<file path="config.mk">
export PLATFORM = sky130hd
export DESIGN_NAME = ball_motion
export DESIGN_NICKNAME = d
export VERILOG_FILES = /design/src/rtl/ball_pkg.sv /design/src/rtl/velocity_decay.sv /design/src/rtl/ball_motion.sv
export SDC_FILE = /design/constraint.sdc
export NUM_CORES = 1
export LEC_CHECK = 0
export ABC_CLOCK_PERIOD_IN_PS = 2800
export CORE_MARGIN = 4
export CORE_UTILIZATION = 50
export DETAILED_ROUTE_END_ITERATION = 12
export PLACE_DENSITY = 0.78
export SETUP_SLACK_MARGIN = 0.02
export SYNTH_ARGS = -nofsm -noshare
export SYNTH_HDL_FRONTEND = slang
export SYNTH_HIERARCHICAL = 1
export SYNTH_SLANG_ARGS = --single-unit
</file>
<file path="constraint.sdc">
create_clock -name clk -period 2.8 [get_ports clk]
set_input_delay 0.56 -clock clk [delete_from_list [all_inputs] [get_ports clk]]
set_output_delay 0.56 -clock clk [all_outputs]
set_load 0.03 [all_outputs]
</file>
<file path="src/rtl/ball_pkg.sv">
// ball_pkg
// Shared definitions for the ball kinematics path (ball_motion, velocity_decay,
// hit_controller): ball state encoding, velocity type, pixel-width constants and
// the default number of fractional position bits.
package ball_pkg;

    // Width of one integer pixel coordinate / one velocity component.
    localparam int PIX_W = 11;

    // Default fractional bits of the position accumulators.
    localparam int DEFAULT_FRAC_BITS = 6;

    // One velocity component, in 1/2^FRAC_BITS pixel per frame.
    typedef logic signed [PIX_W-1:0] vel_t;

    typedef enum logic [1:0] {
        ST_IDLE   = 2'd0,
        ST_MOVING = 2'd1,
        ST_SUNK   = 2'd2
    } ball_state_t;

endpackage

</file>
<file path="src/rtl/velocity_decay.sv">
// velocity_decay
// Combinational friction step for one velocity component: moves the value
// toward zero by FRICTION_STEP. A value whose magnitude is not larger than the
// step becomes exactly zero, so the sign never flips.
// Ports:
//   vel_in  - current component (signed)
//   vel_out - component after one friction step (signed)
module velocity_decay
    import ball_pkg::*;
#(
    parameter int FRICTION_STEP = 1
) (
    input  logic signed [PIX_W-1:0] vel_in,
    output logic signed [PIX_W-1:0] vel_out
);

    // One extra bit so negating the step and comparing against -1024 is safe.
    localparam logic signed [PIX_W:0] STEP = (PIX_W + 1)'(FRICTION_STEP);

    logic signed [PIX_W:0] wide;
    logic signed [PIX_W:0] res;

    always_comb begin
        wide = {vel_in[PIX_W-1], vel_in};
        res  = '0;
        if (wide > STEP) begin
            res = wide - STEP;
        end else if (wide < -STEP) begin
            res = wide + STEP;
        end
        vel_out = PIX_W'(res);
    end

endmodule

</file>
<file path="src/rtl/ball_motion.sv">
// ball_motion
// Kinematics engine for one ball: holds a fixed-point position and a velocity,
// launches on a cue shot, integrates once per frame, applies periodic friction,
// accepts corrected velocities / hole events from hit_controller.
//
// Optional feature: define BALL_SPEED_CLAMP_EN to saturate shot and collision
// velocities per component to +/-MAX_SPEED before they are loaded. Without it
// the full 11-bit range is loaded unchanged.
//
// Ports:
//   clk, reset            - clock, synchronous active-high reset
//   startOfFrame          - one-cycle pulse per video frame
//   shotValid/shotVelX/Y  - cue shot request and velocity; shotReady high in IDLE
//   collisionOccurred     - corrected velocity velXIn/velYIn valid (level)
//   holeHit, respawn      - ball sunk / return sunk ball to start position
//   topLeftPosX/Y         - integer pixel position (floor of accumulator)
//   velX, velY            - current velocity
//   moving, sunk          - state indicators
module ball_motion
    import ball_pkg::*;
#(
    parameter int INIT_X          = 280,
    parameter int INIT_Y          = 220,
    parameter int FRAC_BITS       = DEFAULT_FRAC_BITS,
    parameter int FRICTION_PERIOD = 4,
    parameter int FRICTION_STEP   = 1,
    parameter int MAX_SPEED       = 512
) (
    input  logic                    clk,
    input  logic                    reset,
    input  logic                    startOfFrame,
    input  logic                    shotValid,
    input  logic signed [PIX_W-1:0] shotVelX,
    input  logic signed [PIX_W-1:0] shotVelY,
    output logic                    shotReady,
    input  logic                    collisionOccurred,
    input  logic signed [PIX_W-1:0] velXIn,
    input  logic signed [PIX_W-1:0] velYIn,
    input  logic                    holeHit,
    input  logic                    respawn,
    output logic signed [PIX_W-1:0] topLeftPosX,
    output logic signed [PIX_W-1:0] topLeftPosY,
    output logic signed [PIX_W-1:0] velX,
    output logic signed [PIX_W-1:0] velY,
    output logic                    moving,
    output logic                    sunk
);

    localparam int POS_W = PIX_W + FRAC_BITS;
    typedef logic signed [POS_W-1:0] pos_t;

    localparam pos_t INIT_X_FP = pos_t'(INIT_X) << FRAC_BITS;
    localparam pos_t INIT_Y_FP = pos_t'(INIT_Y) << FRAC_BITS;

    localparam logic [15:0] FRIC_LAST = 16'(FRICTION_PERIOD - 1);
    localparam vel_t        SPEED_LIM = vel_t'(MAX_SPEED);

    function automatic vel_t clamp_vel(input vel_t v);
        if (v > SPEED_LIM) begin
            return SPEED_LIM;
        end else if (v < -SPEED_LIM) begin
            return -SPEED_LIM;
        end
        return v;
    endfunction

    // Shot and collision velocities both pass through here before loading.
    function automatic vel_t load_vel(input vel_t v);
`ifdef BALL_SPEED_CLAMP_EN
        return clamp_vel(v);
`else
        return v;
`endif
    endfunction

    ball_state_t state_q, state_d;
    vel_t        vel_x_q, vel_x_d;
    vel_t        vel_y_q, vel_y_d;
    pos_t        pos_x_q, pos_x_d;
    pos_t        pos_y_q, pos_y_d;
    logic        lock_q, lock_d;
    logic [15:0] fric_cnt_q, fric_cnt_d;

    vel_t        decay_x, decay_y;
    logic        fric_wrap;

    velocity_decay #(.FRICTION_STEP(FRICTION_STEP)) u_decay_x (
        .vel_in (vel_x_q),
        .vel_out(decay_x)
    );

    velocity_decay #(.FRICTION_STEP(FRICTION_STEP)) u_decay_y (
        .vel_in (vel_y_q),
        .vel_out(decay_y)
    );

    assign fric_wrap = startOfFrame && (fric_cnt_q == FRIC_LAST);

    always_comb begin
        state_d    = state_q;
        vel_x_d    = vel_x_q;
        vel_y_d    = vel_y_q;
        pos_x_d    = pos_x_q;
        pos_y_d    = pos_y_q;
        lock_d     = lock_q;
        fric_cnt_d = fric_cnt_q;

        // The collision lock lasts until the next frame boundary.
        if (startOfFrame) begin
            lock_d = 1'b0;
        end

        unique case (state_q)
            ST_IDLE: begin
                if (shotValid) begin
                    state_d    = ST_MOVING;
                    vel_x_d    = load_vel(shotVelX);
                    vel_y_d    = load_vel(shotVelY);
                    fric_cnt_d = '0;
                    lock_d     = 1'b0;
                end
            end

            ST_MOVING: begin
                if (holeHit) begin
                    state_d    = ST_SUNK;
                    vel_x_d    = '0;
                    vel_y_d    = '0;
                    lock_d     = 1'b0;
                    fric_cnt_d = '0;
                end else begin
                    // Integration uses the velocity registered before this cycle.
                    if (startOfFrame) begin
                        pos_x_d    = pos_x_q + pos_t'(vel_x_q);
                        pos_y_d    = pos_y_q + pos_t'(vel_y_q);
                        fric_cnt_d = fric_wrap ? '0 : fric_cnt_q + 16'd1;
                    end
                    // A collision load wins over friction and is taken unmodified;
                    // the lock stays set even if a frame boundary coincides.
                    if (collisionOccurred && !lock_q) begin
                        vel_x_d = load_vel(velXIn);
                        vel_y_d = load_vel(velYIn);
                        lock_d  = 1'b1;
                    end else if (fric_wrap) begin
                        vel_x_d = decay_x;
                        vel_y_d = decay_y;
                        if (decay_x == '0 && decay_y == '0) begin
                            state_d = ST_IDLE;
                        end
                    end
                end
            end

            ST_SUNK: begin
                if (respawn) begin
                    state_d = ST_IDLE;
                    pos_x_d = INIT_X_FP;
                    pos_y_d = INIT_Y_FP;
                end
            end

            default: begin
                state_d = ST_IDLE;
            end
        endcase
    end

    always_ff @(posedge clk) begin
        if (reset) begin
            state_q    <= ST_IDLE;
            vel_x_q    <= '0;
            vel_y_q    <= '0;
            pos_x_q    <= INIT_X_FP;
            pos_y_q    <= INIT_Y_FP;
            lock_q     <= 1'b0;
            fric_cnt_q <= '0;
        end else begin
            state_q    <= state_d;
            vel_x_q    <= vel_x_d;
            vel_y_q    <= vel_y_d;
            pos_x_q    <= pos_x_d;
            pos_y_q    <= pos_y_d;
            lock_q     <= lock_d;
            fric_cnt_q <= fric_cnt_d;
        end
    end

    // Arithmetic shift floors toward negative infinity.
    assign topLeftPosX = PIX_W'(pos_x_q >>> FRAC_BITS);
    assign topLeftPosY = PIX_W'(pos_y_q >>> FRAC_BITS);
    assign velX        = vel_x_q;
    assign velY        = vel_y_q;
    assign shotReady   = (state_q == ST_IDLE);
    assign moving      = (state_q == ST_MOVING);
    assign sunk        = (state_q == ST_SUNK);

endmodule

</file>
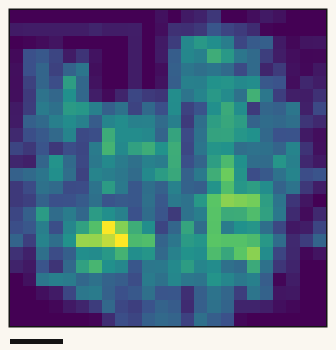
(run_1/wire_density.png)
Bar = 20 um. 24 x 24 tiles, from dark purple (low) to yellow (high), scaled to the fullest tile. Values are wire area over tile area, all layers added.
nearly empty tiles	13%
mean over tiles	0.21
tiles over half the peak	16%
fullest tile	0.71
via count: 5,991
wire per inst: 18.2 um
overall routing resource usage: 25.4%

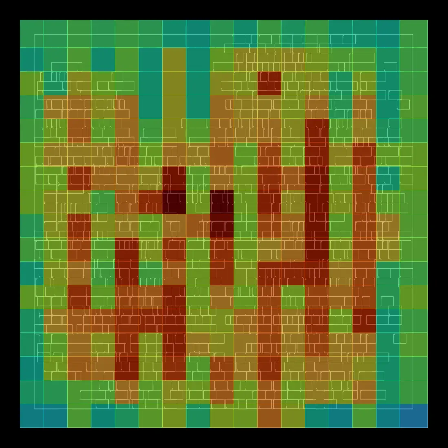
(run_1/final_congestion.png)
routing usage on met3: 6.17%
Final Util: 63.9%
GRT met1 Usage: 30.7%
met2 Use GR: 44.1%
GRT Max-Usage Layer: met2

==> impl_metrics.csv, run 1 <==
group,metric,value,unit
place,dp_slack,0.0599,ns
worst_setup_path,required,3.01,ns
die,core_region_area,0.0120,mm2
synth,fp_nets,838,
die,dieWidth,118,um
job,drv_cap,0,
synth,synthArstFlopShare,0,%
final_layout,diodes,0,
worst_setup_path,crit_cells,10,
die,die_h,118,um
route,antenna_left,0,
status,status,"completed",
grt,grt_first_pass_wirelength,29200,um
worst_setup_path,critPathLaunch,"velX[1]",
synth,synth_area_leader_cell,"dfxtp_1",
clocking,clock-root-buffer,"clkbuf_16",
place,place_congestion,0.919,
synth,yosysWarnings,6,
synth,yosys.area_share.aoi,26.9,%
synth,ys.flops,75,
synth,syn_inst,746,
die,fp-utilization,51.0,%
die,die-area,0.0140,mm2
synth,yosys.area_share.simple,21.2,%
synth,adder_share,8.66,%
clocking,insertion_delay,0.34,ns
synth,common_cells,"nor2_1 (88), dfxtp_1 (75), nand2_1 (46)",
route,initialDrtViolationCount,317,
worst_setup_path,r2r-start,"velX[1]",
timing,finalCritPeriodShare,96.8,%
worst_setup_path,crit_type,"reg2reg",
route,remaining_drc_errors,0,
timing,post-route-min-period,2.71,ns
timing,finalHoldViolCount,0,
clocking,cts_hold_buf,0,
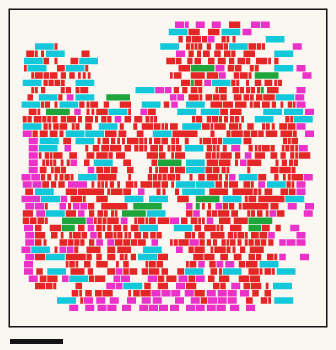
(run_1/cell_classes.png)
Bar = 20 um.
color	class	cells	share of their area
red	all other logic	609	58%
cyan	flip-flops	75	20%
magenta	other buffers and delay cells	147	18%
green	clock drivers and dummy loads	15	4.0%
standard-cell rows: 40
Final Cell Area: 0.00764 mm2

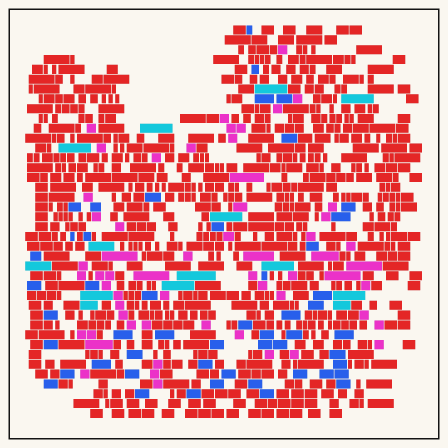
(run_1/drive_strength.png)
color	size	cells	share
cyan	drive 6 and up	14	1.7%
blue	drive 2	51	6.0%
red	drive 1 or less	723	85%
magenta	drive 3 to 4	58	6.9%
post-route setup slack: 0.0892 ns
Non-clk bufs: 147
Area growth syn-to-layout: 25.3%

[run 1: worst register-to-register path, stage by stage, from the launching register on]
cell,delay (ns)
dfxtp_1,0.40
buf_4,0.19
and4_2,0.34
nand4_1,0.15
xnor2_1,0.15
a22o_1,0.28
nor4_2,0.38
buf_4,0.18
nand4_1,0.08
o311ai_0,0.31
a211oi_1,0.13
[run 1: worst min path at each step]
stage	end	depth (start not counted)	slack (ns)
2_1_floorplan	pos_x_q[5]	2	0.43
3_3_place_gp	pos_x_q[5]	2	0.44
3_5_place_dp	pos_x_q[5]	2	0.47
4_1_cts	pos_x_q[13]	2	0.49
5_1_grt	pos_y_q[14]	2	0.50
6_report	pos_x_q[13]	2	0.48
[run 1: final cells by class]
class	count	area [um2]
clock buffer	13	260
clock inverter	2	35.0
fill	1015	4320
inverter	23	86.3
multi-input combinational	586	4200
sequential	75	1510
tap	147	184
timing repair buffer	147	1370
[run 1: cells in the final DEF (no fill, tap or decap), types with 13 or more instances in the layout]
cell type	instances
a22oi_1	33
a211oi_1	30
a21o_1	14
nand2b_1	18
ha_1	39
inv_1	22
o21ai_0	39
buf_4	48
nand2_1	46
xor2_1	18
dfxtp_1	74
xnor2_1	25
clkdlybuf4s50_1	96
nor2_1	88
a21oi_1	41
nand4_1	13
mux2_2	25
[run 1: report_power, final]
part / switching [mW] / internal (mW)
combinational: 0.765 / 0.639
sequential: 0.0898 / 1.12
clock: 0.451 / 0.733
[run 1: metal layers]
metal / vias to the layer above / part of all wire (%) / routed length (um) / global-route usage, %
met2: 181 / 49 / 8930 / 44.1
met3: 27 / 5.3 / 967 / 6.17
met5: - / 0 / 0 / 0
met1: 2846 / 43 / 7800 / 30.7
met4: 0 / 2.1 / 388 / 8.33
li1: 2937 / - / - / -
[run 1: per-stage QoR]
stage / instances / total power, mW / utilization, %
after CTS: 990 / 3.76 / 63.3
after global routing: 993 / 3.99 / 63.9
after global placement: 975 / 2.54 / 60.8
after floorplan: 746 / 2.12 / -
final: 993 / 3.80 / 63.9
after detailed placement: 975 / 2.57 / 60.8
[run 1: flip-flops by register name (all words and copies together) (netlist names)]
signal,count
fric_cnt_q,16
lock_q,1
state_q,2
pos_x_q,17
velY,11
velX,11
pos_y_q,17
[run 1: cell families (layout without fill, tap and decap cells)]
kind of cell / Yosys count / count (layout)
adder cells (fa/ha/maj): 41 / 41
AND/OR/NAND/NOR: 250 / 250
flip-flops: 75 / 75
multiplexers: 28 / 28
AND-OR/OR-AND: 224 / 224
buffers and inverters: 85 / 185
XOR/XNOR: 43 / 43
[run 1: repair_timing]
action / 4_1_cts / 5_1_grt
pin swaps: 0 / 3
buffers inserted: 0 / 3
resized: 1 / 8
endpoints found under the setup margin: 1 / 9
## Run 2: what changed since run 1
- CORE_UTILIZATION: 50 -> 59
- DONT_BUFFER_PORTS: unset -> 1
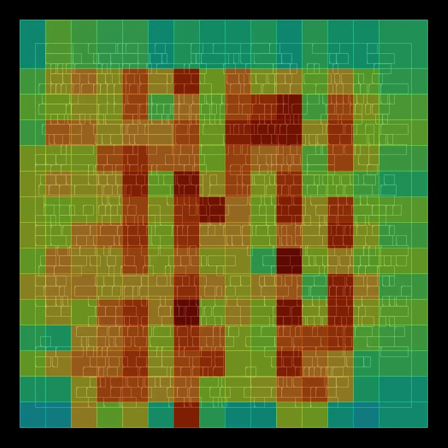
(run_2/final_congestion.png)
overall routing resource usage: 28.1%
GRT met1 Usage: 37.3%
routing usage on met3: 5.81%
wire per inst: 18.5 um
met2 Use GR: 44.6%

==> run 2 against run 1 <==
  * Global-route usage up 2.7 points
  * Setup slack worse by 0.0028 ns
  * Final cell count down 9.6%
  * Critical endpoint unchanged
  * Highest routed layer unchanged
  * Largest cell class unchanged
==> impl_metrics.csv, run 2 <==
group,metric,value,unit
status,status,"completed",
final_layout,layoutNonFillerInstCount,898,
grt,grt_first_pass_wirelength,26800,um
timing,finalCritPeriodShare,96.9,%
die,fp-utilization,61.5,%
final_layout,diodes,0,
final_layout,area_growth,8.62,%
place,placed_cells,878,
die,die-area,0.0120,mm2
pwr,switching_share,39.2,%
worst_setup_path,critPathLaunch,"velX[5]",
route,remaining_drc_errors,0,
final_layout,lay_top_count,"nor2_1",
synth,synth_area_leader_cell,"dfxtp_1",
clocking,clock-root-buffer,"clkbuf_8",
synth,yosysWarnings,6,
worst_setup_path,r2r-start,"velX[5]",
route,num_vias,5715,
synth,synthTopCellsByArea,"dfxtp_1 (25%), ha_1 (8.0%), nor2_1 (5.4%)",
final_layout,lay_top_cells,"nor2_1 (88), dfxtp_1 (72), buf_4 (64)",
job,warnings,31,
pwr,intPower,1.95,mW
die,dieWidth,110,um
timing,finalClockSkew,0.00968,ns
pwr,seqPwrFrac,37.6,%
synth,ys.flops,75,
pwr,combPwrFrac,38.7,%
min_path,min_to,"state_q[1]",
place,place_congestion,0.898,
worst_setup_path,required,3.05,ns
route,initialDrtViolationCount,491,
synth,adder_share,8.66,%
synth,yosys.area_share.aoi,26.9,%
timing,finalHoldViolCount,0,
min_path,hold_depth,1,
die,die_h,110,um
synth,synthArstFlopShare,0,%
final_layout,top_regs,"pos_x_q: 17 flops, pos_y_q: 17 flops, fric_cnt_q: 16 flops",
synth,common_cells,"nor2_1 (88), dfxtp_1 (75), nand2_1 (46)",
grt,grt-ovfl-total,0,
pwr,power_frac_clock,23.7,%
pwr,total_power,3.21,mW
synth,syn_inst,746,
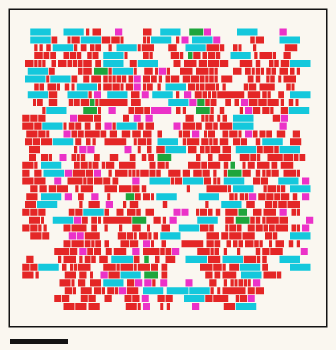
(run_2/cell_classes.png)
Bar = 20 um.
color	class	cells	share of their area
green	clock drivers and dummy loads	16	2.6%
magenta	other buffers and delay cells	65	7.8%
cyan	flip-flops	75	23%
red	all other logic	609	66%
standard-cell rows: 36
Final Util: 66.8%
core footprint: 0.00991 mm2

[run 2: netlist changes by cell type in the layout (fill, tap and decap cells not counted), moves of 3 or more]
cell             previous run  this run
buf_4                      48        64
clkbuf_16                   9         0
clkbuf_8                    2         9
clkdlybuf4s50_1            96         0
clkinv_2                    1         4
dfxtp_2                     0         3
[run 2: worst max-delay path: cells and delay by family (launching register included)]
kind	cells	cell delay, ns
compound gates	5	0.95
buf+inv	2	0.44
flops	1	0.35
simple gates	3	0.86
[run 2: final cells by class]
type | count | area (um2)
inverter | 23 | 86.3
clock buffer | 9 | 124
clock inverter | 7 | 45.0
sequential | 75 | 1510
multi-input combinational | 586 | 4200
timing repair buffer | 65 | 500
tap | 133 | 166
fill | 817 | 3290
[run 2: repair_timing]
action | in CTS | in global routing
endpoints found under the hold margin | 0 | 0
hold buffers | 0 | 0
setup endpoints to repair | 0 | 7
buffers inserted | 0 | 4
resized | 0 | 13
[run 2: kinds of logic (layout without fill, tap and decap cells)]
logic type | after synthesis | in the layout
AOI/OAI and AO/OA | 224 | 224
DFF | 75 | 75
adders and majority gates | 41 | 41
buffers and inverters | 85 | 104
muxes | 28 | 28
xor gates and xnor gates | 43 | 43
and+or+nand+nor | 250 | 250
[run 2: through the flow]
step           setup TNS (ns)  hold WS, ns  setup WS [ns]
2_1_floorplan               0        0.429          0.103
3_3_place_gp                0        0.450          0.110
3_5_place_dp                0        0.454         0.0498
4_1_cts                     0        0.249         0.0322
5_1_grt               -0.0409        0.251        -0.0409
6_report                    0        0.269         0.0865
[run 2: metal layers]
layer | share of wire, % | GRT usage, % | vias to the layer above
met3 | 6.9 | 5.81 | 42
met2 | 47 | 44.6 | 222
met5 | 0 | 0 | -
met4 | 2.7 | 11.1 | 0
li1 | - | - | 2760
met1 | 44 | 37.3 | 2691
[run 2: worst max path at each step]
| stage | endpoint | slack, ns | depth (start not counted) |
|---|---|---|---|
| after global routing | state_q[0] | -0.04 | 10 |
| final | state_q[0] | 0.09 | 10 |
| after global placement | state_q[0] | 0.11 | 10 |
| after floorplan | pos_x_q[16] | 0.10 | 9 |
| after detailed placement | state_q[0] | 0.05 | 10 |
| after CTS | state_q[0] | 0.03 | 11 |
[run 2: power by group through the flow]
stage | clock, mW | combinational, mW | sequential (mW)
floorplan | 0 | 0.837 | 1.29
global placement | 0 | 1.16 | 1.23
detailed placement | 0 | 1.19 | 1.23
global route | 0.817 | 1.35 | 1.22
finish | 0.759 | 1.24 | 1.21
CTS | 0.776 | 1.19 | 1.20
## Run 3: what changed since run 2
- ABC_CLOCK_PERIOD_IN_PS: 2800 -> 2300
- clock period: 2.8 -> 2.3 ns (I/O delays scaled with it)
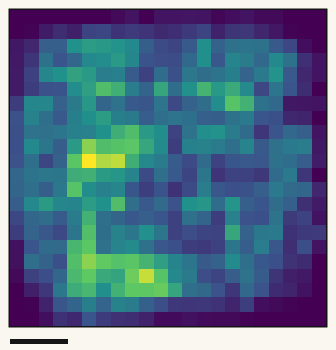
(run_3/wire_density.png)
Bar = 20 um. 22 x 22 tiles, from dark purple (low) to yellow (high), scaled to the fullest tile. Values are wire area over tile area, all layers added.
densest ninth of the die	middle left
fullest tile	0.93
mean over tiles	0.29
emptiest ninth of the die	lower right
nearly empty tiles	7.9%
overall routing resource usage: 31.8%
via count: 6,558
wire per inst: 20.5 um

==> run 3 against run 2 <==
  * Critical path depth did not move
  * Worst hold slack worse by 0.11 ns
  * Sequential share of layout area fell by 3.6 points
  * Clock skew grew 0.0090 ns
  * Combinational power is 75% higher
  * Clock power up 37%
  * Via count up 15%
  * Critical endpoint unchanged
  * Sequential power increased by 22%
  * Utilization increased by 15 points
  * Largest cell class unchanged
  * The run now ends with negative setup slack left
==> impl_metrics.csv, run 3 <==
group,metric,value,unit
worst_setup_path,crit_type,"reg2reg",
synth,ys.flops,75,
route,initialDrtViolationCount,658,
grt,grt_first_pass_wirelength,30200,um
grt,grt-ovfl-total,0,
job,warnings,33,
status,status,"complete, but fails checks",
min_path,min_to,"pos_y_q[6]",
final_layout,area_growth,33.4,%
status,violations,"negative setup slack",
timing,setup_viol,6,
final_layout,fill_cells,592,
final_layout,lay_top_cells,"buf_4 (155), nor2_1 (86), dfxtp_1 (53)",
worst_setup_path,critical_path.top_delay_family,"simple AND/OR/NAND/NOR gates",
worst_setup_path,critPathLaunch,"velY[1]",
worst_setup_path,cp_num_buf_inv,1,
timing,finalHoldViolCount,0,
timing,finalClockSkew,0.0187,ns
die,dieWidth,110,um
worst_setup_path,r2r-start,"velY[1]",
die,die_h,110,um
final_layout,top_regs,"pos_x_q: 17 flops, pos_y_q: 17 flops, fric_cnt_q: 16 flops",
synth,fp_nets,838,
synth,synthTopCellsByArea,"dfxtp_1 (25%), ha_1 (8.0%), nor2_1 (5.4%)",
synth,synth_area_leader_cell,"dfxtp_1",
job,drv_cap,0,
final_layout,diodes,0,
clocking,clock-root-buffer,"clkbuf_8",
clocking,insertion_delay,0.37,ns
synth,yosysWarnings,6,
synth,syn_inst,746,
route,remaining_drc_errors,0,
timing,post-route-min-period,2.42,ns
timing,setup_slack,-0.122,ns
die,fp-utilization,61.5,%
die,die-area,0.0120,mm2
die,rows,36,
route,antenna_left,0,
min_path,hold_depth,1,
timing,finalCritPeriodShare,105,%
timing,worst_hold_slack,0.160,ns
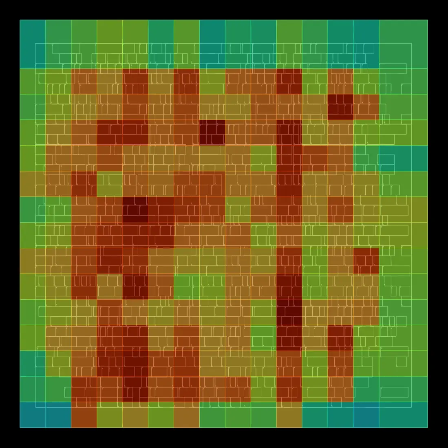
(run_3/final_congestion.png)
routing usage on met3: 6.46%
Final Util: 82.1%
met2 Use GR: 53.6%
GRT met1 Usage: 39.7%

run 3: cell count changes in the layout (fill, tap and decap cells not counted), moves of 12 or more:
| cell | change |
|---|---|
| buf_4 | +91 |
| dfxtp_1 | -19 |
| buf_6 | +12 |
| dfxtp_4 | +12 |
| ha_1 | -12 |
run 3: metal layers:
metal	routed length (um)	part of all wire, %	global-route usage (%)
met1	8050	39	39.7
met2	9790	48	53.6
met3	1870	9.1	6.46
met4	792	3.9	12.7
met5	0	0	0
run 3: cell type report:
| type | count | area (um2) | area share [%] |
|---|---|---|---|
| sequential | 75 | 1560 | 19.2 |
| timing repair buffer | 170 | 1340 | 16.5 |
| clock inverter | 3 | 18.8 | 0.231 |
| multi-input combinational | 586 | 4780 | 58.8 |
| inverter | 23 | 88.8 | 1.09 |
| clock buffer | 12 | 178 | 2.18 |
| tap | 133 | 166 | 2.05 |
run 3: what timing repair did:
item                       4_1_cts  5_1_grt
hold buffers                     0        0
gates cloned                     2        0
pin swaps                       28       28
setup endpoints to repair       17       30
gates resized                   40       89
buffers inserted                11       17
run 3: worst max-delay path by stage:
| stage | end | slack (ns) | cells after the start |
|---|---|---|---|
| 2_1_floorplan | pos_x_q[16] | -0.18 | 10 |
| 3_5_place_dp | state_q[0] | -0.26 | 11 |
| 5_1_grt | state_q[0] | -0.31 | 11 |
| 6_report | state_q[0] | -0.12 | 10 |
| 3_3_place_gp | state_q[0] | -0.13 | 9 |
| 4_1_cts | pos_x_q[16] | -0.05 | 8 |
run 3: where the power goes:
part           switching, mW  internal [mW]
clock                  0.528          0.517
combinational           1.16           1.01
sequential             0.110           1.37
run 3: stage by stage:
stage	total power [mW]	cell area, um2	setup TNS [ns]	setup slack (ns)	std cells
floorplan	2.61	6190	-0.202	-0.185	746
global placement	3.13	7080	-0.228	-0.126	959
detailed placement	3.19	7080	-1.08	-0.258	959
CTS	4.34	7560	-0.150	-0.0531	986
global route	4.89	8130	-1.19	-0.309	1002
finish	4.69	8130	-0.405	-0.122	1002
run 3: kinds of logic after synthesis:
| logic type | count (synthesis) | share of synthesized area, % |
|---|---|---|
| and+or+nand+nor | 250 | 21.2 |
| buffers and inverters | 85 | 7.26 |
| muxes | 28 | 5.15 |
| xor gates and xnor gates | 43 | 6.18 |
| adders and majority gates | 41 | 8.66 |
| AOI/OAI and AO/OA | 224 | 26.9 |
| DFF | 75 | 24.6 |
run 3: worst register-to-register path: cells and delay by family, from the launching register on:
family	cells	cell delay [ns]
AOI/OAI and AO/OA	4	0.72
adders and majority gates	1	0.20
buffers and inverters	1	0.15
DFF	1	0.39
and+or+nand+nor	4	0.84

==> layout pictures side by side <==
Nets reached from selected ports.
(a)
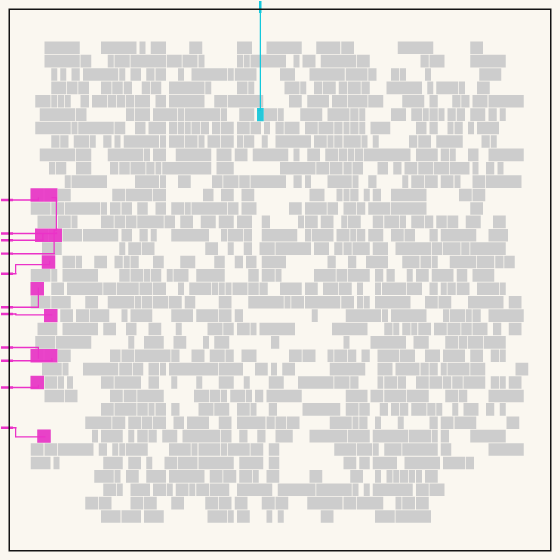
(b)
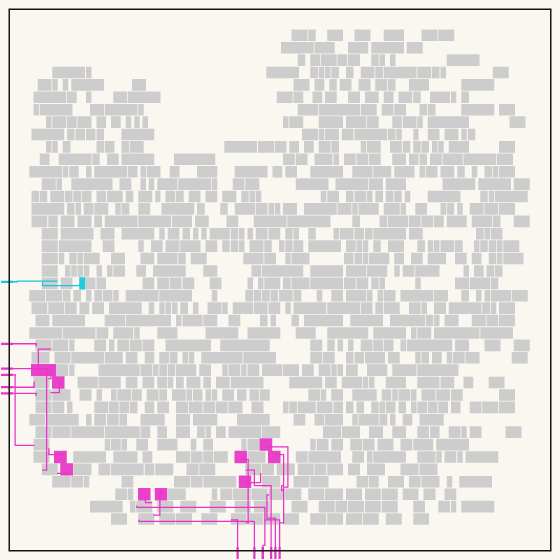
run 1 -> (b)
run 2 -> (a)

Power figures rest on the tool's default switching activity, not on a simulated workload.
